==> config.mk <==
export PLATFORM = sky130hd
export DESIGN_NAME = instr_fetch_unit
export DESIGN_NICKNAME = d
export VERILOG_FILES = /design/src/rtl/instr_fetch_unit.sv
export SDC_FILE = /design/constraint.sdc
export NUM_CORES = 1
export LEC_CHECK = 0
export ABC_AREA = 1
export ABC_CLOCK_PERIOD_IN_PS = 3400
export CAP_MARGIN = 10
export CORE_MARGIN = 2
export CORE_UTILIZATION = 45
export DETAILED_ROUTE_END_ITERATION = 6
export GPL_TIMING_DRIVEN = 0
export HOLD_SLACK_MARGIN = 0.08
export PLACE_DENSITY = 0.93
export SYNTH_ARGS = -nofsm -noshare
export SYNTH_HDL_FRONTEND = slang
export SYNTH_SLANG_ARGS = --single-unit
==> constraint.sdc <==
create_clock -name clk -period 3.4 [get_ports clk]
set_input_delay 0.51 -clock clk [delete_from_list [all_inputs] [get_ports clk]]
set_output_delay 0.51 -clock clk [all_outputs]
set_load 0.05 [all_outputs]
==> src/rtl/instr_fetch_unit.sv <==
// Instruction fetch stage: owns the fetch PC, captures the instruction into a valid/ready output register.
// Optional FETCH_PERF_CNT_EN adds fetch/stall performance counters (fetch_cnt_o, stall_cnt_o).
module instr_fetch_unit #(
   parameter logic [31:0] RESET_PC   = 32'h0000_3000,
   parameter int unsigned IMEM_WORDS = 5097
) (
   input  logic        clk,
   input  logic        rst,
   output logic [31:0] im_addr_o,
   input  logic [31:0] im_instr_i,
   input  logic        redirect_i,
   input  logic [31:0] redirect_pc_i,
   output logic        valid_o,
   input  logic        ready_i,
   output logic [31:0] instr_o,
   output logic [31:0] pc_o,
   output logic [31:0] pc4_o,
   output logic        fault_o
`ifdef FETCH_PERF_CNT_EN
   ,
   output logic [31:0] fetch_cnt_o,
   output logic [31:0] stall_cnt_o
`endif
);

   localparam logic [1:0] ST_IDLE = 2'd0;
   localparam logic [1:0] ST_RUN  = 2'd1;
   localparam logic [1:0] ST_HALT = 2'd2;

   localparam logic [29:0] IMEM_LIMIT = 30'(IMEM_WORDS);

   logic [1:0]  state_reg, state_next;
   logic [31:0] fetch_pc_reg, fetch_pc_next;
   logic        valid_reg, valid_next;
   logic [31:0] instr_reg, instr_next;
   logic [31:0] pc_reg, pc_next;
   logic        fault_reg, fault_next;

   logic        load;
   logic        in_range;
   logic        capture;

   assign load     = !valid_reg || ready_i;
   assign in_range = (fetch_pc_reg[31:2] < IMEM_LIMIT);
   assign capture  = !redirect_i && (state_reg == ST_RUN) && load && in_range;

   always_comb begin
      state_next    = state_reg;
      fetch_pc_next = fetch_pc_reg;
      valid_next    = valid_reg;
      instr_next    = instr_reg;
      pc_next       = pc_reg;
      fault_next    = fault_reg;

      if (redirect_i) begin
         // Redirect squashes any held instruction, even one being accepted this cycle.
         fetch_pc_next = {redirect_pc_i[31:2], 2'b00};
         valid_next    = 1'b0;
         fault_next    = 1'b0;
         state_next    = ST_RUN;
      end else begin
         case (state_reg)
            ST_IDLE: begin
               valid_next = 1'b0;
               state_next = ST_RUN;
            end
            ST_RUN: begin
               if (load) begin
                  if (in_range) begin
                     instr_next    = im_instr_i;
                     pc_next       = fetch_pc_reg;
                     valid_next    = 1'b1;
                     fetch_pc_next = fetch_pc_reg + 32'd4;
                  end else begin
                     // Fetch PC stays on the offending address for debug visibility.
                     valid_next = 1'b0;
                     fault_next = 1'b1;
                     state_next = ST_HALT;
                  end
               end
            end
            ST_HALT: begin
               valid_next = 1'b0;
            end
            default: begin
               valid_next = 1'b0;
               state_next = ST_IDLE;
            end
         endcase
      end
   end

   always_ff @(posedge clk or posedge rst) begin
      if (rst) begin
         state_reg    <= ST_IDLE;
         fetch_pc_reg <= RESET_PC;
         valid_reg    <= 1'b0;
         instr_reg    <= 32'd0;
         pc_reg       <= 32'd0;
         fault_reg    <= 1'b0;
      end else begin
         state_reg    <= state_next;
         fetch_pc_reg <= fetch_pc_next;
         valid_reg    <= valid_next;
         instr_reg    <= instr_next;
         pc_reg       <= pc_next;
         fault_reg    <= fault_next;
      end
   end

   assign im_addr_o = fetch_pc_reg;
   assign valid_o   = valid_reg;
   assign instr_o   = instr_reg;
   assign pc_o      = pc_reg;
   assign pc4_o     = pc_reg + 32'd4;
   assign fault_o   = fault_reg;

`ifdef FETCH_PERF_CNT_EN
   logic [31:0] fetch_cnt_reg;
   logic [31:0] stall_cnt_reg;

   // Counters observe the pipeline but are deliberately not cleared by redirect.
   always_ff @(posedge clk or posedge rst) begin
      if (rst) begin
         fetch_cnt_reg <= 32'd0;
         stall_cnt_reg <= 32'd0;
      end else begin
         if (capture)
            fetch_cnt_reg <= fetch_cnt_reg + 32'd1;
         if (valid_reg && !ready_i)
            stall_cnt_reg <= stall_cnt_reg + 32'd1;
      end
   end

   assign fetch_cnt_o = fetch_cnt_reg;
   assign stall_cnt_o = stall_cnt_reg;
`endif

endmodule
==> run summary, run 1 <==
DRT iter0 DRCs: 332
Mapped Area: 0.00515 mm^2
Port Buf Inserts: 189
FP Core Util: 45.7%
Reg power frac: 45.1%
Final #Nets: 948
Transition time of the tightest slew-check pin: 0.572 ns
Drt first pass iters: 7
Worst skew pair latency: 0.34 ns
Top cell area share: 45.6%
Fin. max-slew vios: 0
DRC errors left: 0
Synth Seq Share: 46.7%
Initial antenna violation count: 0
ClkCell Share: 3.91%
Worst R2R Setup Slack: 1.54 ns
Worst Setup End Kind: output pin
Post-route cell area: 0.00758 mm^2
Status: complete, no violations
End of the worst hold path: instr_o[28]
Cell area leaders: dfrtp_1 (46%), nand2_1 (19%), nand4_1 (6.7%)
Hold_sp: instr_o[28]
Place WS: 0.293 ns
Signal buffers: 229
Logic inverters: 52
Min-Delay Path Depth: 2
Max reg flops: 32
Mapped Cells: 671
Core Region: 0.0113 mm^2
Logic power comb: 0.508 mW
[run 1: critical path: stages, from the launching register on]
cell	delay [ns]
dfrtp_1	0.47
ha_1	0.24
nand3_1	0.24
nor2_1	0.31
nand3_1	0.15
xnor2_1	0.18
clkdlybuf4s50_1	0.83
[run 1: layer usage]
| layer | up-vias | track usage [%] | wire, um |
|---|---|---|---|
| met1 | 2432 | 32.3 | 6280 |
| li1 | 2546 | - | - |
| met5 | - | 0 | 0 |
| met2 | 233 | 42.5 | 7500 |
| met3 | 22 | 5.14 | 1160 |
| met4 | 0 | 8.97 | 260 |
[run 1: logic make-up (layout without fill, tap and decap cells)]
kind of cell / count (synthesis) / after routing / synth area share [%]
flops: 96 / 96 / 46.7
compound gates: 11 / 11 / 1.21
xor+xnor: 30 / 30 / 5.10
buf+inv: 91 / 296 / 9.08
simple gates: 439 / 439 / 37.1
fa+ha+maj: 3 / 3 / 0.728
other cells: 1 / 6 / 0.0728
[run 1: cell usage in the layout (no fill, tap or decap), drive strengths merged, types with 6 or more instances in the layout]
cell and instances:
nand2 256, clkbuf 20, nor3 10, xnor2 12, conb 6, nand4 55
nand3 54, dlymetal6s2s 6, nor2 61, buf 30, xor2 18, dfrtp 94
clkdlybuf4s50 181, inv 52
[run 1: per-stage QoR]
step / hold slack, ns / TNS (ns) / power [mW] / cells
after detailed placement: 0.461 / 0 / 1.77 / 1009
after global placement: 0.454 / -97.60 / 1.76 / 1008
after global routing: 0.496 / 0 / 2.88 / 1024
after floorplan: 0.507 / 0 / 1.56 / 676
final: 0.474 / 0 / 2.77 / 1024
after CTS: 0.477 / 0 / 2.79 / 1024
[run 1: repair_timing]
| action | 4_1_cts | 5_1_grt |
|---|---|---|
| setup buffers | 0 | 0 |
| gates resized | 2 | 6 |
| setup endpoints to repair | 2 | 6 |
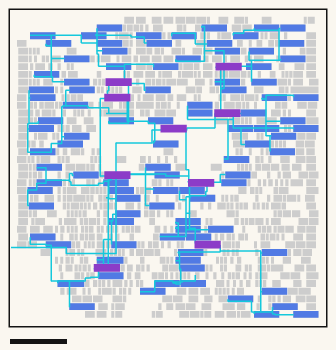
Fig. 1. Routed clock nets over the placement (run 1).
The bar under the picture is 20 um long.
legend:
  cyan:
    item: clock wires
    length: 1160 um
  purple:
    item: clock-net drivers
    count: 9
  blue:
    item: flip-flops
    count: 96
flops lie: spread over the die

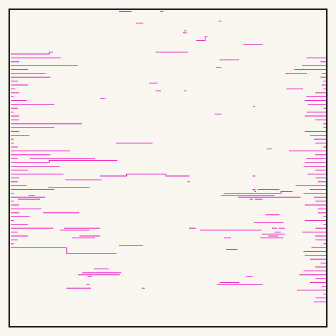
Fig. 2. Signal wires on met3 (run 1).
main direction: horizontal
share of all routed wire: 7.6%
longest straight run: 24.6 um
wire length on this layer: 1160 um

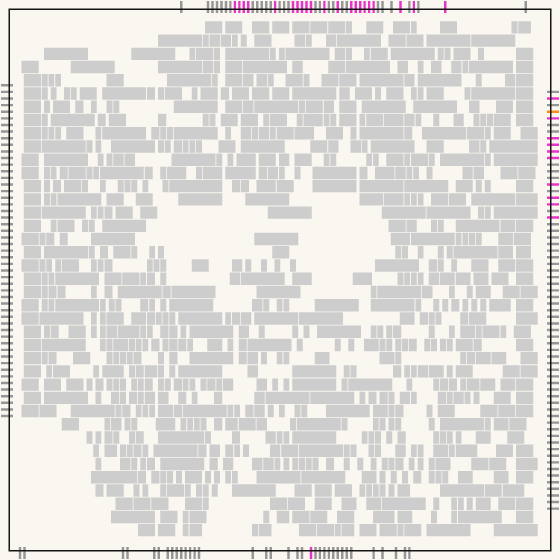
Fig. 3. Ports around the boundary (run 1).
Pins as bars across the die edge, other pins in grey.
legend:
  magenta:
    port: instr_o
    pins: 32
    direction: output
    edge: 21 north, 10 east, 1 south
  orange:
    port: rst
    pins: 1
    direction: input
    edge: east
all pins by edge: 64 east, 51 west, 48 north, 35 south

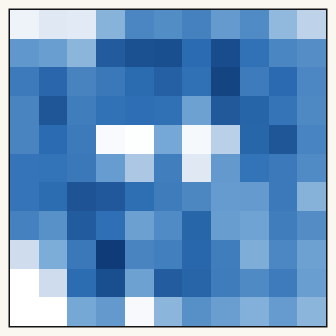
Fig. 4. Placement density heat map (run 1).
11 x 11 tiles, from white (low) to dark blue (high), 0 to 100% covered.
mean over tiles: 60%
fullest tile: 96%
tiles over 75% full: 23%
nearly empty tiles: 3.3%

Fig. 5: run 1, placed standard cells
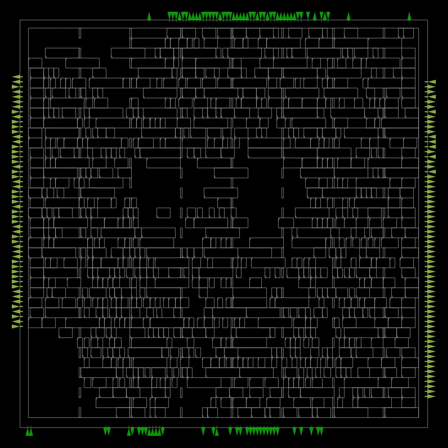

--- run 2 (diff from run 1) ---
Settings changed: CORE_MARGIN 2 to not set, CTS_CLUSTER_SIZE set to 20.
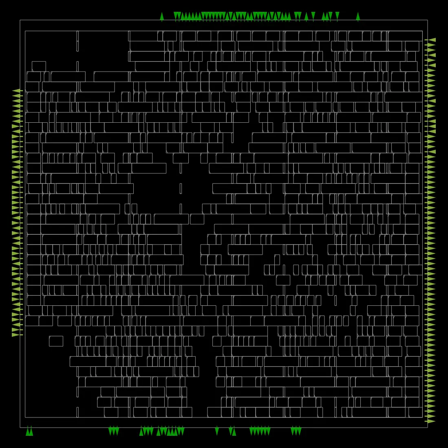
Fig. 6. Placed standard cells (run 2).
flip-flops: 96
tapcell count: 140
fraction of area in registers: 31.8%

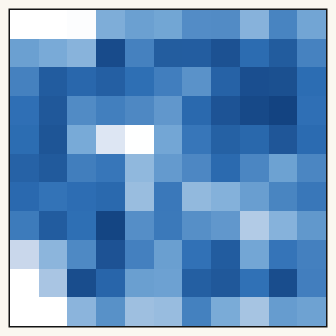
Fig. 7. Placement density heat map (run 2).
11 x 11 tiles, from white (low) to dark blue (high), 0 to 100% covered.
nearly empty tiles: 5.8%
mean over tiles: 62%
tiles over 75% full: 32%
fullest tile: 92%

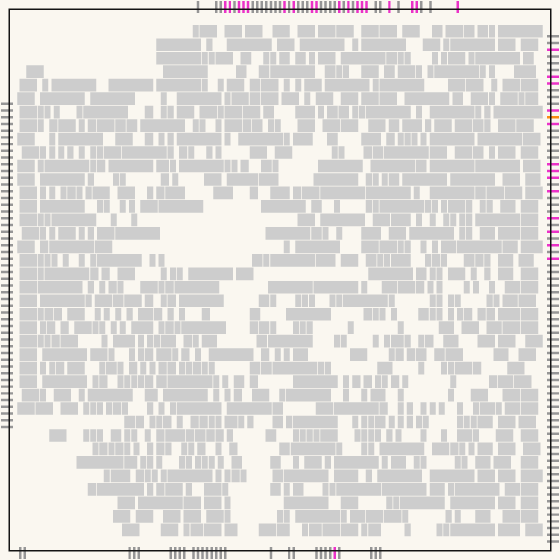
Fig. 8. Ports around the boundary (run 2).
Pins as bars across the die edge, other pins in grey.
legend:
  orange:
    port: rst
    pins: 1
    direction: input
    edge: east
  magenta:
    port: instr_o
    pins: 32
    direction: output
    edge: 18 north, 13 east, 1 south

==> run 2 against run 1 <==
Clock power down 4%. Wire length up 2.2%. Largest power group unchanged. Count of clock-buffer cells in the layout up 2. Sequential share of layout area up 0.063 points. Register-to-register slack about the same. Flip-flop count unchanged. Worst hold slack worse by 0.0039 ns. Synthesized area unchanged. Critical path depth unchanged. Core utilization up 1.6 points. Critical endpoint is now pc4_o[24]. Cell area down 0.20%.
==> run summary, run 2 <==
AND-OR/OR-AND Cells, Area Fraction: 1.21%
Core Region: 0.0110 mm^2
Worst-path cell chain: ha_1, nand3_1, nor2_1, nand4_1, xnor2_1, clkdlybuf4s50_1
Mapped Area: 0.00515 mm^2
CP max-delay cell: clkdlybuf4s50_1
DRT iter0 DRCs: 296
WL met1: 5.95 mm
Post-CTS Setup Bufs: 0
Most common logic cells in the final layout: nand2_1 (255), clkdlybuf4s50_1 (182), dfrtp_1 (94)
Status: complete, no violations
Yosys simple share: 37.1%
Routed wl met2: 7.58 mm
Setup TNS Final: 0 ns
Transition time of the tightest slew-check pin: 0.628 ns
Design Power: 2.72 mW
Final #Nets: 948
DRC errors left: 0
Initial antenna violation count: 0
Met3 wire len: 1.52 mm
Mux frac, synth: 0%
Fin. max-slew vios: 0
Reg power frac: 45.8%
FP Core Util: 46.9%
WP buf/inv: 1
Mapped Cells: 671
Cell area leaders: dfrtp_1 (46%), nand2_1 (19%), nand4_1 (6.7%)
Worst Setup End Kind: output pin
Logic family by area: simple AND/OR/NAND/NOR gates
Adder share: 0.728%
## run 2: netlist changes by cell type in the layout (fill, tap and decap cells not counted), moves of 2 or more
| cell | previous run | this run |
|---|---|---|
| clkbuf_1 | 9 | 11 |
| clkinv_2 | 2 | 0 |
| clkinv_4 | 2 | 0 |
| inv_6 | 0 | 2 |
## run 2: power groups by stage
| stage | sequential, mW | combinational [mW] | clock (mW) |
|---|---|---|---|
| 6_report | 1.25 | 0.508 | 0.967 |
| 5_1_grt | 1.25 | 0.549 | 1.04 |
| 3_3_place_gp | 1.26 | 0.496 | 0 |
| 2_1_floorplan | 1.39 | 0.167 | 0 |
| 4_1_cts | 1.24 | 0.512 | 0.984 |
| 3_5_place_dp | 1.27 | 0.509 | 0 |
## run 2: routing by layer
| layer | up-vias | GRT usage, % |
|---|---|---|
| met5 | - | 0 |
| li1 | 2540 | - |
| met4 | 0 | 12.0 |
| met2 | 264 | 44.8 |
| met1 | 2419 | 32.6 |
| met3 | 39 | 6.75 |
## run 2: path summary, 6_finish.rpt
kind | start | cells after the start | slack, ns | end
setup / recovery | pc_o[2] | 6 | 0.14 | pc4_o[24]
hold / removal | instr_o[21] | 2 | 0.47 | instr_o[21]
setup reg to reg | im_addr_o[3] | 12 | 1.55 | instr_o[10]
hold reg to reg | instr_o[21] | 2 | 0.47 | instr_o[21]
max in group asynchronous | rst | 3 | 2.06 | im_addr_o[12]
min in group asynchronous | rst | 2 | 0.61 | instr_o[9]
## run 2: final cells by class
cell class / instances / share of cell area [%]
well taps: 140 / 2.31
multi-input cells: 489 / 30.5
plain buffers: 39 / 3.60
inverters: 52 / 2.61
flip-flops and latches: 96 / 31.8
repair buffers: 190 / 25.5
clock buffers: 12 / 3.26
clock inverters: 4 / 0.479
Power figures rest on the tool's default switching activity, not on a simulated workload.
